===== config.mk =====
export PLATFORM = sky130hd
export DESIGN_NAME = conv_window_3x3
export DESIGN_NICKNAME = d
export VERILOG_FILES = /design/src/rtl/cnn_pkg.sv /design/src/rtl/pix_coord_cnt.sv /design/src/rtl/conv_window_3x3.sv
export SDC_FILE = /design/constraint.sdc
export NUM_CORES = 1
export LEC_CHECK = 0
export ABC_AREA = 1
export ABC_CLOCK_PERIOD_IN_PS = 4400
export CAP_MARGIN = 10
export CORE_MARGIN = 2
export CORE_UTILIZATION = 40
export CTS_CLUSTER_SIZE = 25
export DETAILED_ROUTE_END_ITERATION = 10
export MAX_ROUTING_LAYER = met4
export PLACE_DENSITY = 0.61
export SETUP_SLACK_MARGIN = 0.2
export SYNTH_ARGS = -nofsm -noshare
export SYNTH_HDL_FRONTEND = slang
export SYNTH_SLANG_ARGS = --single-unit

===== constraint.sdc =====
create_clock -name clk -period 4.4 [get_ports clk]
set_clock_uncertainty 0.2 [all_clocks]
set_input_delay 0.88 -clock clk [delete_from_list [all_inputs] [get_ports clk]]
set_output_delay 0.88 -clock clk [all_outputs]
set_load 0.005 [all_outputs]

===== src/rtl/cnn_pkg.sv =====
// cnn_pkg: constants and helpers shared by the convolution datapath.
//   DW       - default pixel width in bits (signed pixels)
//   K        - kernel side length (3x3 window)
//   WIN_TAPS - number of taps in one window
//   win_idx  - flat tap index of window row rr (0 = top/oldest row) and
//              column cc (0 = left/oldest column); the MAC array uses the
//              same mapping to line up its weights with the window taps.
package cnn_pkg;

    localparam int DW       = 8;
    localparam int K        = 3;
    localparam int WIN_TAPS = K * K;

    function automatic int win_idx(input int rr, input int cc);
        return K * rr + cc;
    endfunction

endpackage


===== src/rtl/pix_coord_cnt.sv =====
// pix_coord_cnt: column/row coordinate of the pixel on the current beat.
//   clk, rst_n  - clock, asynchronous active-low reset
//   start_i     - frame restart; with valid_i the beat itself is pixel (0,0)
//   valid_i     - input beat strobe
//   col_o/row_o - coordinate of the pixel presented on this cycle's beat
//   last_col_o  - col_o is the last column of a row
//   last_pix_o  - (col_o,row_o) is the last pixel of the frame
module pix_coord_cnt #(
    parameter  int IMG_W = 109,
    parameter  int IMG_H = 109,
    localparam int CW    = $clog2(IMG_W > IMG_H ? IMG_W : IMG_H)
) (
    input  logic          clk,
    input  logic          rst_n,
    input  logic          start_i,
    input  logic          valid_i,
    output logic [CW-1:0] col_o,
    output logic [CW-1:0] row_o,
    output logic          last_col_o,
    output logic          last_pix_o
);

    logic [CW-1:0] col_q, col_d;
    logic [CW-1:0] row_q, row_d;

    assign col_o      = col_q;
    assign row_o      = row_q;
    assign last_col_o = (col_q == CW'(IMG_W - 1));
    assign last_pix_o = last_col_o && (row_q == CW'(IMG_H - 1));

    // NOTE: every signal assigned here gets a default first, so no path
    // leaves it unassigned and no latch is inferred.
    always_comb begin
        col_d = col_q;
        row_d = row_q;
        if (start_i) begin
            // A restart beat occupies (0,0), so the next beat is column 1.
            col_d = valid_i ? CW'(1) : '0;
            row_d = '0;
        end else if (valid_i) begin
            if (last_col_o) begin
                col_d = '0;
                row_d = last_pix_o ? '0 : row_q + 1'b1;
            end else begin
                col_d = col_q + 1'b1;
            end
        end
    end

    // NOTE: state updates use non-blocking assignments so every flop samples
    // the pre-edge values, independent of statement order.
    always_ff @(posedge clk or negedge rst_n) begin
        if (!rst_n) begin
            col_q <= '0;
            row_q <= '0;
        end else begin
            col_q <= col_d;
            row_q <= row_d;
        end
    end

endmodule


===== src/rtl/conv_window_3x3.sv =====
// conv_window_3x3: sliding 3x3 window generator behind the line-delay FIFOs.
//   clk, rst_n   - clock, asynchronous active-low reset
//   start_i      - synchronous frame restart
//   valid_i      - input beat strobe (no backpressure)
//   data_i       - current pixel, row r
//   row1_i       - line-delay tap, row r-1 (same column)
//   row2_i       - line-delay tap, row r-2 (same column)
//   win_o        - window, tap k = 3*rr+cc at [DW*k +: DW]; k=4 is the centre
//   valid_o      - one-cycle pulse: win_o holds a complete in-image window
//   row_end_o    - with valid_o: last window of the row
//   frame_done_o - with valid_o: last window of the frame
module conv_window_3x3 #(
    parameter int DW    = cnn_pkg::DW,
    parameter int IMG_W = 109,
    parameter int IMG_H = 109
) (
    input  logic                             clk,
    input  logic                             rst_n,
    input  logic                             start_i,
    input  logic                             valid_i,
    input  logic signed [DW-1:0]             data_i,
    input  logic signed [DW-1:0]             row1_i,
    input  logic signed [DW-1:0]             row2_i,
    output logic [cnn_pkg::WIN_TAPS*DW-1:0]  win_o,
    output logic                             valid_o,
    output logic                             row_end_o,
    output logic                             frame_done_o
);

    localparam int CW = $clog2(IMG_W > IMG_H ? IMG_W : IMG_H);
    localparam int WB = cnn_pkg::WIN_TAPS * DW;

    logic [CW-1:0] col, row;
    logic          last_col, last_pix;
    logic          win_ok;

    logic [WB-1:0] win_q, win_d;          // shifting window registers
    logic [WB-1:0] win_out_q, win_out_d;  // last emitted window
    logic          valid_q, valid_d;
    logic          row_end_q, row_end_d;
    logic          frame_done_q, frame_done_d;

    pix_coord_cnt #(
        .IMG_W (IMG_W),
        .IMG_H (IMG_H)
    ) u_coord (
        .clk        (clk),
        .rst_n      (rst_n),
        .start_i    (start_i),
        .valid_i    (valid_i),
        .col_o      (col),
        .row_o      (row),
        .last_col_o (last_col),
        .last_pix_o (last_pix)
    );

    // A restart beat is pixel (0,0) whatever the counters hold, so it can
    // never complete a window. Stale columns left over from the previous row
    // are masked by the col >= 2 condition.
    assign win_ok = valid_i && !start_i && (col >= CW'(2)) && (row >= CW'(2));

    always_comb begin
        win_d = win_q;
        if (valid_i) begin
            for (int rr = 0; rr < cnn_pkg::K; rr++) begin
                win_d[DW*cnn_pkg::win_idx(rr, 0) +: DW] = win_q[DW*cnn_pkg::win_idx(rr, 1) +: DW];
                win_d[DW*cnn_pkg::win_idx(rr, 1) +: DW] = win_q[DW*cnn_pkg::win_idx(rr, 2) +: DW];
            end
            win_d[DW*cnn_pkg::win_idx(0, 2) +: DW] = row2_i;
            win_d[DW*cnn_pkg::win_idx(1, 2) +: DW] = row1_i;
            win_d[DW*cnn_pkg::win_idx(2, 2) +: DW] = data_i;
        end

        // The output window only moves on a qualifying beat so that win_o
        // holds steady between pulses; a bare restart clears it.
        win_out_d = win_out_q;
        if (win_ok) begin
            win_out_d = win_d;
        end else if (start_i && !valid_i) begin
            win_out_d = '0;
        end

        valid_d      = win_ok;
        row_end_d    = win_ok && last_col;
        frame_done_d = win_ok && last_pix;
    end

    // NOTE: the window registers are a handful of flops, not a RAM, so they
    // take the async reset along with the control state.
    always_ff @(posedge clk or negedge rst_n) begin
        if (!rst_n) begin
            win_q        <= '0;
            win_out_q    <= '0;
            valid_q      <= 1'b0;
            row_end_q    <= 1'b0;
            frame_done_q <= 1'b0;
        end else begin
            win_q        <= win_d;
            win_out_q    <= win_out_d;
            valid_q      <= valid_d;
            row_end_q    <= row_end_d;
            frame_done_q <= frame_done_d;
        end
    end

    assign win_o        = win_out_q;
    assign valid_o      = valid_q;
    assign row_end_o    = row_end_q;
    assign frame_done_o = frame_done_q;

endmodule


Figure 1. Floorplan with the power grid.
The bar under the picture is 50 µm long. Pins as bars on the die edge. Tap cells in gray.
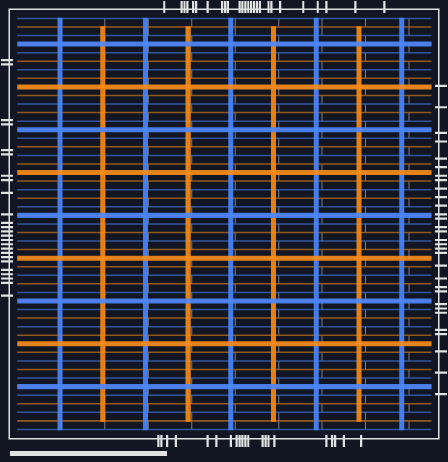
Key: VSS = blue; VDD = orange
49 met1 rails follow the rows. 9 straps on met4. 225 tap cells.

Figure 2. Placed cells, one color a class.
The bar under the picture is 50 µm long.
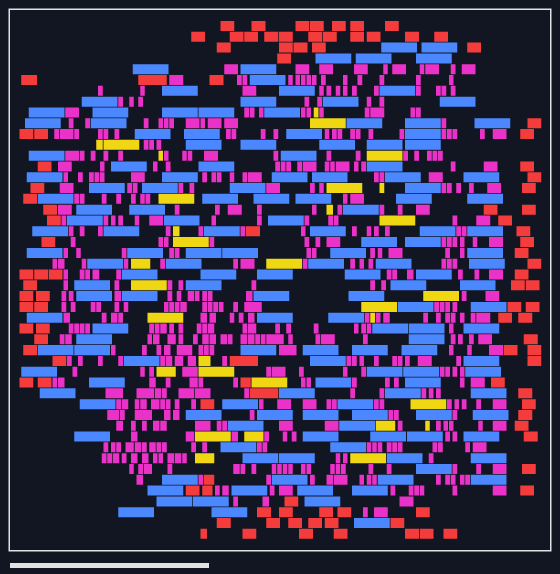
Key: remaining buffers and delay cells = red [cells 108]; clock drivers and dummy loads = yellow [cells 31]; sequential cells = blue [cells 161]; combinational and other logic = magenta [cells 560]

==> Table 3: Implementation characteristics <==
Table: implementation figures

Parameter                              Value

Worst setup path
  Largest fanout of any net on the critical path .................. 47
  Highest cell delay on the worst timing path .................. 0.51 ns
  Cell-by-cell listing of the critical path .................. clkdlybuf4s50_1, nor2_2, inv_2, nor2_4, nand2_4, inv_2, buf_12, nand2_1, nand2_1
  Worst r2r src .................. u_coord.row_o[0]$_DFFE_PN0P_
  CP Capture Type .................. flop
  Cell with the largest stage delay on the worst path .................. clkdlybuf4s50_1
  Crit path DRT .................. 4.55 ns
  Register-to-register path setup slack .................. 1.72 ns
  Family with the most delay on the worst path .................. buffers and inverters
  Arrival time of data at the critical path endpoint .................. 2.99 ns
  Sum of buffers and inverters on the critical path .................. 4

Synth
  Most used DFF post-synth .................. dfrtp_1
  Mux area share .................. 0
  Proportion of synthesized flip-flops having asynchronous set or reset .................. 1.00
  Number of different library cells in the post-synthesis netlist .................. 25
  Synthesized-area fraction occupied by xor and xnor cells .................. 0.00126
  Yosys reg bits .................. 161
  Synthesized chip area reported by yosys .................. 6960 µm²
  Synth Instances .................. 760
  Synth Cell Area .................. 6960 µm²
  Synthesized Nets .................. 794
  Cell count listed in synth_stat.txt .................. 760
  Fraction of the yosys area taken by sequential cells .................. 0.579
  Adder and majority gate portion of the synthesized area .................. 0.0108
  Dominant comb cell .................. simple AND/OR/NAND/NOR gates

Clock tree
  CTS tree .................. done
  Sinks on Clock Net .................. 161
  Cts bufs inserted .................. 17
  CTS Hold Buffers Added .................. 0
  Clk latency late pin .................. 0.42 ns

Final layout
  Final core area utilization .................. 0.501
  Most used cells in the layout excluding fill and tap cells .................. nand2_1 (388), dfrtp_1 (161), clkdlybuf4s50_1 (100)
  Final cell count without fillers .................. 1085
  Commonest non-fill, non-tap cell in the layout .................. nand2_1

Pwr
  P_int .................. 2.41 mW
  Net switching fraction of the power .................. 0.233
  Fraction of power consumed by sequential logic .................. 0.506
  Power Density .................. 366 nW/µm²
  Leakage power .................. 4.33 nW
  Proportion of power drawn by the clock network .................. 0.429
  Combinational group share of total power .................. 0.066
  Sw Pwr .................. 0.732 mW

STA
  Worst slew pin tran .................. 0.820 ns
  Setup slack after layout .................. 1.56 ns
  Max_slew headroom .................. 0.453
  Post-route worst hold slack .................. 0.267 ns
  Maximum clock rate .................. 352 MHz
  Final period demand of the worst path .................. 2.84 ns
  Number of failing setup endpoints in the final timing report .................. 0
  Number of pins with negative max-slew slack in the final report .................. 0
  Final Hold Viols .................. 0

Global routing
  First-pass GRT wire length .................. 25200 µm
  Met2 Usage GRT .................. 0.268
  Global routing's busiest layer .................. met2
  Overall Global Routing Usage .................. 0.180
  Aggregate global routing overflow .................. 0
  Met3 usage .................. 0.0336
  Largest net degree at the start of global routing .................. 90
  Number of global-route vias before repair .................. 4929

Drt
  Number of routed nets with antenna violations .................. 0
  Avg WL per Cell .................. 14.0 µm
  Number of optimization iterations in the first detailed-route pass .................. 4
  Number of vias per cell after detailed routing .................. 4.65
  Post-route DRC violation count .................. 0

Die
  Chip Height .................. 136 µm
  Area of the placeable core .................. 17200 µm²
  Die width .................. 136 µm
  Initial standard-cell utilization of the core .................. 0.405
  Cell row count .................. 48

Hold path
  Worst hold start .................. win_q[25]$_DFF_PN0_

Run status
  Status .................. finished, final reports clean

Placement
  IO Port Bufs .................. 102
  HPWL after DPL .................. 9260 µm

Flow run
  Number of maximum-capacitance violations .................. 0
Figure 3. Clock distribution.
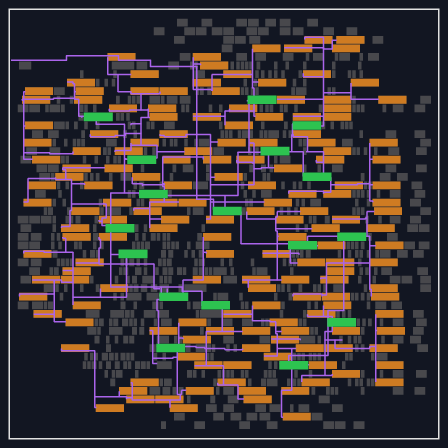
Key: flip-flops = orange [count 161]; clock wires = purple [length 1980 µm]; clock drivers = green [count 17]
Position of the flops: widely spread.

Figure 4. Routed metal, one color a layer.
The bar under the picture is 50 µm long. Two of the layers only.
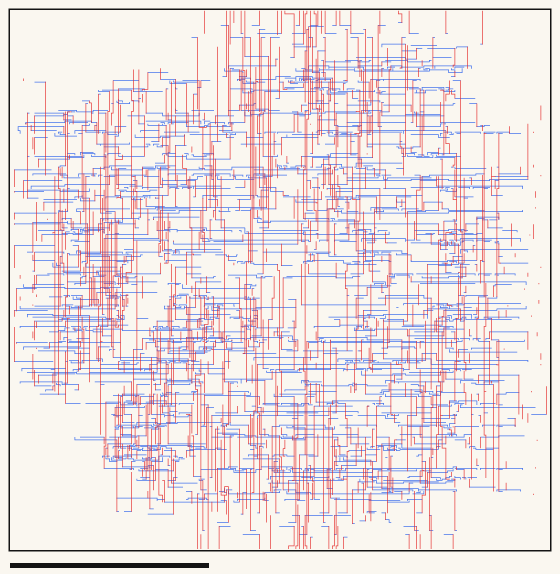
Key: metal 2 = red [wire length 7200 µm]; metal 1 = blue [wire length 7310 µm]

[worst paths after layout]
kind / endpoint / cells after the start
worst max-delay path: win_o[32]$_DFFE_PN0P_ / 9
worst min-delay path: win_q[25]$_DFF_PN0_ / 2
worst max register to register: win_o[0]$_DFFE_PN0P_ / 10
worst min register to register: win_q[25]$_DFF_PN0_ / 2
max in group asynchronous: win_q[23]$_DFF_PN0_ / 2
min in group asynchronous: win_o[58]$_DFFE_PN0P_ / 1
[tightest hold or removal path: stages, from the launching register on]
cell	delay, ns
dfrtp_1	0.32
nand2_1	0.05
nand2_1	0.07
[power by group through the flow]
stage | logic (mW) | clock network (mW) | registers [mW]
finish | 0.207 | 1.35 | 1.59
global route | 0.242 | 1.45 | 1.60
CTS | 0.212 | 1.39 | 1.59
detailed placement | 0.210 | 0 | 1.62
global placement | 0.210 | 0 | 1.61
floorplan | 0.122 | 0 | 1.61
[per-layer routing]
| metal | part of all wire | vias to the layer above |
|---|---|---|
| met1 | 0.48 | 2376 |
| met3 | 0.036 | 11 |
| met4 | 0.0075 | 0 |
| met2 | 0.47 | 93 |
| met5 | 0 | - |
| li1 | - | 2569 |
[cells in the mapped netlist, types with 4 or more instances]
library cell  count  area [µm²]
ha_1              6        75.1
dfrtp_1         161        4030
a21oi_1           4        20.0
nand3_2          60         601
buf_2            20         100
nand3_1          28         140
inv_2             4        15.0
clkbuf_1          9        33.8
nand2_1         389        1460
nand4_1           4        25.0
buf_12            6         120
nor2_1           18        67.6
inv_1            21        78.8
o21ai_0          12        60.1
[layout make-up]
type | count | area [µm²]
tap | 225 | 282
fill | 1701 | 8570
clock buffer | 27 | 513
sequential | 161 | 4030
timing repair buffer | 108 | 1100
clock inverter | 4 | 23.8
multi-input combinational | 535 | 2560
inverter | 25 | 93.8
Power and IR drop assume default switching activity.
